Fig. 1: clock distribution
Scale: 4 px per um.
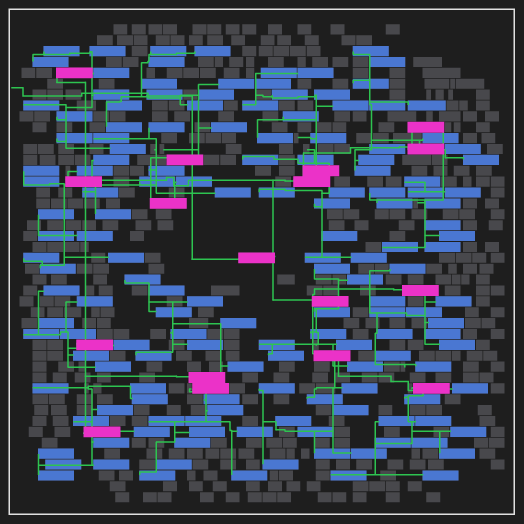
Fig. 2: gate-type map
Scale: 3 px per um.
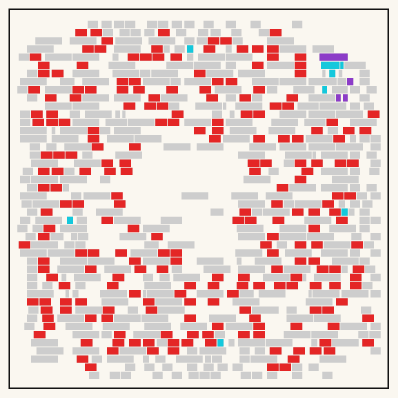
File: src/rtl/cpu_pipe_pkg.sv
// ---------------------------------------------------------------------------
// cpu_pipe_pkg
//
// Shared pipeline types for the EX/MEM area of the core.
//
// Contents:
//   XLEN, REG_ADDR_W  default datapath and register-tag widths
//   alu_entry_t       one EX->MEM entry at the default XLEN width
//   flags_t           architectural NZCV flags
//   FLAGS_RESET       flag register value after reset
//   flags_to_nzcv     packs flags_t into a 4-bit {N,Z,C,V} vector
// ---------------------------------------------------------------------------
package cpu_pipe_pkg;

    localparam int XLEN       = 64;
    localparam int REG_ADDR_W = 5;

    // One entry travelling from EX to MEM, at the default datapath width.
    // Stages built at other widths declare the same field order locally.
    typedef struct packed {
        logic [XLEN-1:0]       result;
        logic                  carry;
        logic                  overflow;
        logic                  set_flags;
        logic [REG_ADDR_W-1:0] rd;
        logic                  reg_write;
        logic                  valid;
    } alu_entry_t;

    typedef struct packed {
        logic n;
        logic z;
        logic c;
        logic v;
    } flags_t;

    localparam flags_t FLAGS_RESET = '0;

    function automatic logic [3:0] flags_to_nzcv(input flags_t f);
        return {f.n, f.z, f.c, f.v};
    endfunction

endpackage

File: src/rtl/alu_result_stage_flag_calc.sv
// ---------------------------------------------------------------------------
// flag_calc
//
// Combinational NZCV computation for one ALU result. Also used by the
// branch unit, so it carries no state and no pipeline knowledge.
//
// Parameters:
//   WIDTH     width of the result word
// Ports:
//   result    ALU result word
//   carry     adder carry-out, passed through as C
//   overflow  adder signed overflow, passed through as V
//   flags     N = result MSB, Z = result is zero, C, V
// ---------------------------------------------------------------------------
module flag_calc
    import cpu_pipe_pkg::*;
#(
    parameter int WIDTH = 64
) (
    input  logic [WIDTH-1:0] result,
    input  logic             carry,
    input  logic             overflow,
    output flags_t           flags
);

    // N and Z derive from the result word; C and V come straight from the
    // adder because only the adder knows the unsigned/signed wrap.
    always_comb begin
        flags   = FLAGS_RESET;
        flags.n = result[WIDTH-1];
        flags.z = (result == '0);
        flags.c = carry;
        flags.v = overflow;
    end

endmodule

File: src/rtl/alu_result_stage.sv
// ---------------------------------------------------------------------------
// alu_result_stage
//
// EX->MEM pipeline register for the ALU result. Holds a head entry that
// drives the out_* ports and a skid entry that absorbs one extra entry when
// MEM stalls, so in_ready can be a flop and MEM back-pressure never reaches
// the EX stage combinationally. Also owns the architectural NZCV register,
// which is written when a flag-setting entry leaves the stage.
//
// Parameters:
//   WIDTH        datapath width (default 64)
//   REG_ADDR_W   destination register tag width (default 5)
//
// Ports:
//   clk, reset_n                   clock, asynchronous active-low reset
//   flush                          synchronous kill of both stored entries
//   in_valid / in_ready            EX-side handshake (in_ready registered)
//   in_result, in_carry,
//   in_overflow, in_set_flags,
//   in_rd, in_reg_write            incoming entry fields
//   out_valid / out_ready          MEM-side handshake (out_valid registered)
//   out_result, out_rd,
//   out_reg_write                  head entry fields
//   flag_n, flag_z, flag_c, flag_v architectural flags
//   stall_cycles                   only with ALU_STAGE_PERF_EN defined:
//                                  saturating count of cycles with
//                                  out_valid & !out_ready
//
// Build option:
//   ALU_STAGE_PERF_EN  adds the stall_cycles port and counter.
// ---------------------------------------------------------------------------
module alu_result_stage #(
    parameter int WIDTH      = 64,
    parameter int REG_ADDR_W = 5
) (
    input  logic                  clk,
    input  logic                  reset_n,
    input  logic                  flush,

    input  logic                  in_valid,
    output logic                  in_ready,
    input  logic [WIDTH-1:0]      in_result,
    input  logic                  in_carry,
    input  logic                  in_overflow,
    input  logic                  in_set_flags,
    input  logic [REG_ADDR_W-1:0] in_rd,
    input  logic                  in_reg_write,

    output logic                  out_valid,
    input  logic                  out_ready,
    output logic [WIDTH-1:0]      out_result,
    output logic [REG_ADDR_W-1:0] out_rd,
    output logic                  out_reg_write,

`ifdef ALU_STAGE_PERF_EN
    output logic [31:0]           stall_cycles,
`endif
    output logic                  flag_n,
    output logic                  flag_z,
    output logic                  flag_c,
    output logic                  flag_v
);

    import cpu_pipe_pkg::*;

    // Same field order as cpu_pipe_pkg::alu_entry_t, sized to this instance.
    typedef struct packed {
        logic [WIDTH-1:0]      result;
        logic                  carry;
        logic                  overflow;
        logic                  set_flags;
        logic [REG_ADDR_W-1:0] rd;
        logic                  reg_write;
        logic                  valid;
    } entry_t;

    entry_t head_q;
    entry_t head_d;
    entry_t skid_q;
    entry_t skid_d;
    entry_t in_entry;

    logic   in_ready_q;
    logic   in_xfer;
    logic   out_xfer;
    logic   flag_commit;

    flags_t flags_q;
    flags_t head_flags;

    // Incoming entry as it would be stored in either slot.
    always_comb begin
        in_entry           = '0;
        in_entry.result    = in_result;
        in_entry.carry     = in_carry;
        in_entry.overflow  = in_overflow;
        in_entry.set_flags = in_set_flags;
        in_entry.rd        = in_rd;
        in_entry.reg_write = in_reg_write;
        in_entry.valid     = 1'b1;
    end

    // in_valid is ignored while flushing so a flush always leaves the
    // stage empty. An output handshake in the flush cycle still counts.
    assign in_xfer     = in_valid & in_ready_q & ~flush;
    assign out_xfer    = head_q.valid & out_ready;
    assign flag_commit = out_xfer & head_q.set_flags;

    // Flags for whatever sits in the head; only used when it leaves.
    flag_calc #(
        .WIDTH (WIDTH)
    ) u_flag_calc (
        .result   (head_q.result),
        .carry    (head_q.carry),
        .overflow (head_q.overflow),
        .flags    (head_flags)
    );

    // Next-state selection for the head and skid slots. Emptying a slot
    // clears only its valid bit so out_result/out_rd stay stable while the
    // stage is empty. A full skid implies in_ready is low, so no new entry
    // can collide with the skid moving into the head.
    always_comb begin
        head_d = head_q;
        skid_d = skid_q;
        if (flush) begin
            head_d.valid = 1'b0;
            skid_d.valid = 1'b0;
        end else if (out_xfer) begin
            if (skid_q.valid) begin
                head_d       = skid_q;
                skid_d.valid = 1'b0;
            end else if (in_xfer) begin
                head_d = in_entry;
            end else begin
                head_d.valid = 1'b0;
            end
        end else if (in_xfer) begin
            if (!head_q.valid) begin
                head_d = in_entry;
            end else begin
                skid_d = in_entry;
            end
        end
    end

    // Storage, registered in_ready and the flag register. in_ready simply
    // mirrors "skid will be empty", which is what keeps it a flop.
    always_ff @(posedge clk or negedge reset_n) begin
        if (!reset_n) begin
            head_q     <= '0;
            skid_q     <= '0;
            in_ready_q <= 1'b1;
            flags_q    <= FLAGS_RESET;
        end else begin
            head_q     <= head_d;
            skid_q     <= skid_d;
            in_ready_q <= ~skid_d.valid;
            if (flag_commit) begin
                flags_q <= head_flags;
            end
        end
    end

`ifdef ALU_STAGE_PERF_EN
    logic [31:0] stall_q;

    // Cycles where MEM refuses a valid head. Deliberately not cleared by
    // flush so the count covers the whole run; it sticks at all-ones.
    always_ff @(posedge clk or negedge reset_n) begin
        if (!reset_n) begin
            stall_q <= '0;
        end else if (head_q.valid && !out_ready && (stall_q != 32'hFFFF_FFFF)) begin
            stall_q <= stall_q + 32'd1;
        end
    end

    assign stall_cycles = stall_q;
`endif

    assign in_ready      = in_ready_q;
    assign out_valid     = head_q.valid;
    assign out_result    = head_q.result;
    assign out_rd        = head_q.rd;
    assign out_reg_write = head_q.reg_write;

    assign flag_n = flags_q.n;
    assign flag_z = flags_q.z;
    assign flag_c = flags_q.c;
    assign flag_v = flags_q.v;

endmodule

File: config.mk
export PLATFORM = sky130hd
export DESIGN_NAME = alu_result_stage
export DESIGN_NICKNAME = d
export VERILOG_FILES = /design/src/rtl/cpu_pipe_pkg.sv /design/src/rtl/alu_result_stage_flag_calc.sv /design/src/rtl/alu_result_stage.sv
export SDC_FILE = /design/constraint.sdc
export NUM_CORES = 1
export LEC_CHECK = 0
export ABC_AREA = 0
export CAP_MARGIN = 30
export CORE_MARGIN = 2
export CORE_UTILIZATION = 49
export DETAILED_ROUTE_END_ITERATION = 6
export PLACE_DENSITY = 0.77
export REMOVE_ABC_BUFFERS = 1
export SYNTH_ARGS = -nofsm -noshare
export SYNTH_HDL_FRONTEND = slang
export SYNTH_HIERARCHICAL = 1
export SYNTH_SLANG_ARGS = --single-unit
File: constraint.sdc
create_clock -name clk -period 2.4 [get_ports clk]
set_input_delay 0.24 -clock clk [delete_from_list [all_inputs] [get_ports clk]]
set_output_delay 0.24 -clock clk [all_outputs]
set_load 0.05 [all_outputs]
==> metrics.csv <==
metric;value;unit
p_switching;2843;uW
die_w;125.9;um
die_area;15840;um^2
maxSlewViolCount;0;
cp_cell_sequence;clkdlybuf4s50_1;
route.detailed.drc;0;
grt_setup_unrepaired;false;
wl_met3;821;um
total_power;8611;uW
rows;44;
ff_type;dfrtp_1;
switching_share;33.02;%
top_cell_area_share;52.26;%
synthAoiAreaFrac;0.7048;%
vias;4190;
endpoint;out_valid;
required;2.16;ns
syn_inst;504;
synth_seq_share;52.62;%
critical_path_class;flip-flop to output port;
status;complete, no violations;
grt_use_met1;24.20;%
postCtsHoldBufs;1;
root_buffer;clkbuf_16;
xor_share;0;%
avgSynthCellArea;14.44;um^2
nets;667;
setup_tns;0;ns
critical-path-max-stage-delay;0.88;ns
busiest_layer;met2;
clk_pin_slew_worst_paths;0.06;ns
hold_path.class;primary input to asynchronous set/reset pin;
area_growth;23.95;%
ys_cells;504;
grtUsageTotal;18.85;%
slew_headroom;58.34;%
top_cells_by_area;dfrtp_1 52%, mux2_2 32%, buf_4 7.5%;
synth-edff-count;0;
yosysChipArea;7278;um^2
ctsResizeCount;0;
grt_use_met3;6.160;%
critical_path.top_delay_family;buffers and inverters;
avgRoutedWirePerCell;18.09;um
setup_viol;0;
reg2reg_depth;4;
cpMaxStageDelayCell;clkdlybuf4s50_1;
p_per_area;954.6;nW/um^2
viasPerCell;5.331;
synth_area_leader_cell;dfrtp_1;
synth_cell_type_count;23;
layout-drive-gt1-share;40.70;%
core-area;14530;um^2
place_ws;0.1899;ns
crit_cells;1;
grt_use_met2;30.40;%
internal-power;5768;uW
antenna_left;0;
synth_flops;153;
min_period;2.103;ns
placedCellCount;753;
p_clk_share;27.4;%
finalWorstSetupSlack;0.2973;ns
dr_wl_met2;6.971;mm
critPathLaunchType;flip-flop;
wl_met1;6.238;mm
min_period_over_period;87.61;%
cts_buffers;17;
gr-total-overflow;0;
grt_pass1_wl;23.60;mm
## Picture notes: Fig. 1
flip-flops -> blue  # count 153
clock drivers -> magenta  # count 17
clock wires -> green  # length 1,770 um
flops lie = widely spread
routed clock nets = 18

## Picture notes: Fig. 2
NAND gates -> cyan  # cells 8
inverting AOI/OAI gates -> purple  # cells 4, where upper right
multiplexers -> red  # cells 223, where widely spread

final cells by class:
type,instances,area [um^2]
flip-flops and latches,153,3830
clock buffers,28,496.7
multi-input cells,254,2754
inverters,2,7.507
clock inverters,4,20.02
well taps,184,230.2
repair buffers,161,1683
fillers,1124,5513
registers in the layout, summed over array words and instances, names as in the netlist:
name / cells
head_q: 3
out_result: 64
flag_n: 1
in_ready: 1
flag_v: 1
skid_q: 74
out_valid: 1
flag_z: 1
flag_c: 1
out_reg_write: 1
out_rd: 5
per-stage QoR:
step	utilization, %	hold slack [ns]	area (um^2)
floorplan	-	-0.05559	6578
global placement	58.45	0.2744	8494
detailed placement	58.45	0.2879	8494
CTS	62.07	0.4067	9021
global route	62.07	0.4465	9021
finish	62.07	0.4003	9021
power by group through the flow:
stage | clock network [uW] | registers [uW] | logic (uW)
after floorplan | 0 | 4570 | 718
after global placement | 0 | 3640 | 2580
after detailed placement | 0 | 3680 | 2630
after CTS | 2410 | 3640 | 2640
after global routing | 2530 | 3730 | 2750
final | 2360 | 3640 | 2610
cells in the final DEF, fill, tap and decap left out, types with 2 or more instances in the layout:
cell / instances
mux2_2: 205
dfrtp_1: 152
clkdlybuf4s50_1: 152
mux2_1: 18
clkbuf_16: 17
nor4_1: 15
clkbuf_1: 8
buf_12: 7
clkinv_2: 4
nand4_1: 4
clkbuf_8: 3
nor4_2: 2
Yosys cell counts, types with 2 or more instances:
| cell | count |
|---|---|
| mux2_1 | 18 |
| mux2_2 | 205 |
| nor4_1 | 15 |
| buf_4 | 73 |
| buf_6 | 7 |
| dfrtp_1 | 152 |
| nand4_1 | 4 |
| buf_2 | 14 |
| nor4_2 | 2 |
Power and IR drop assume default switching activity.
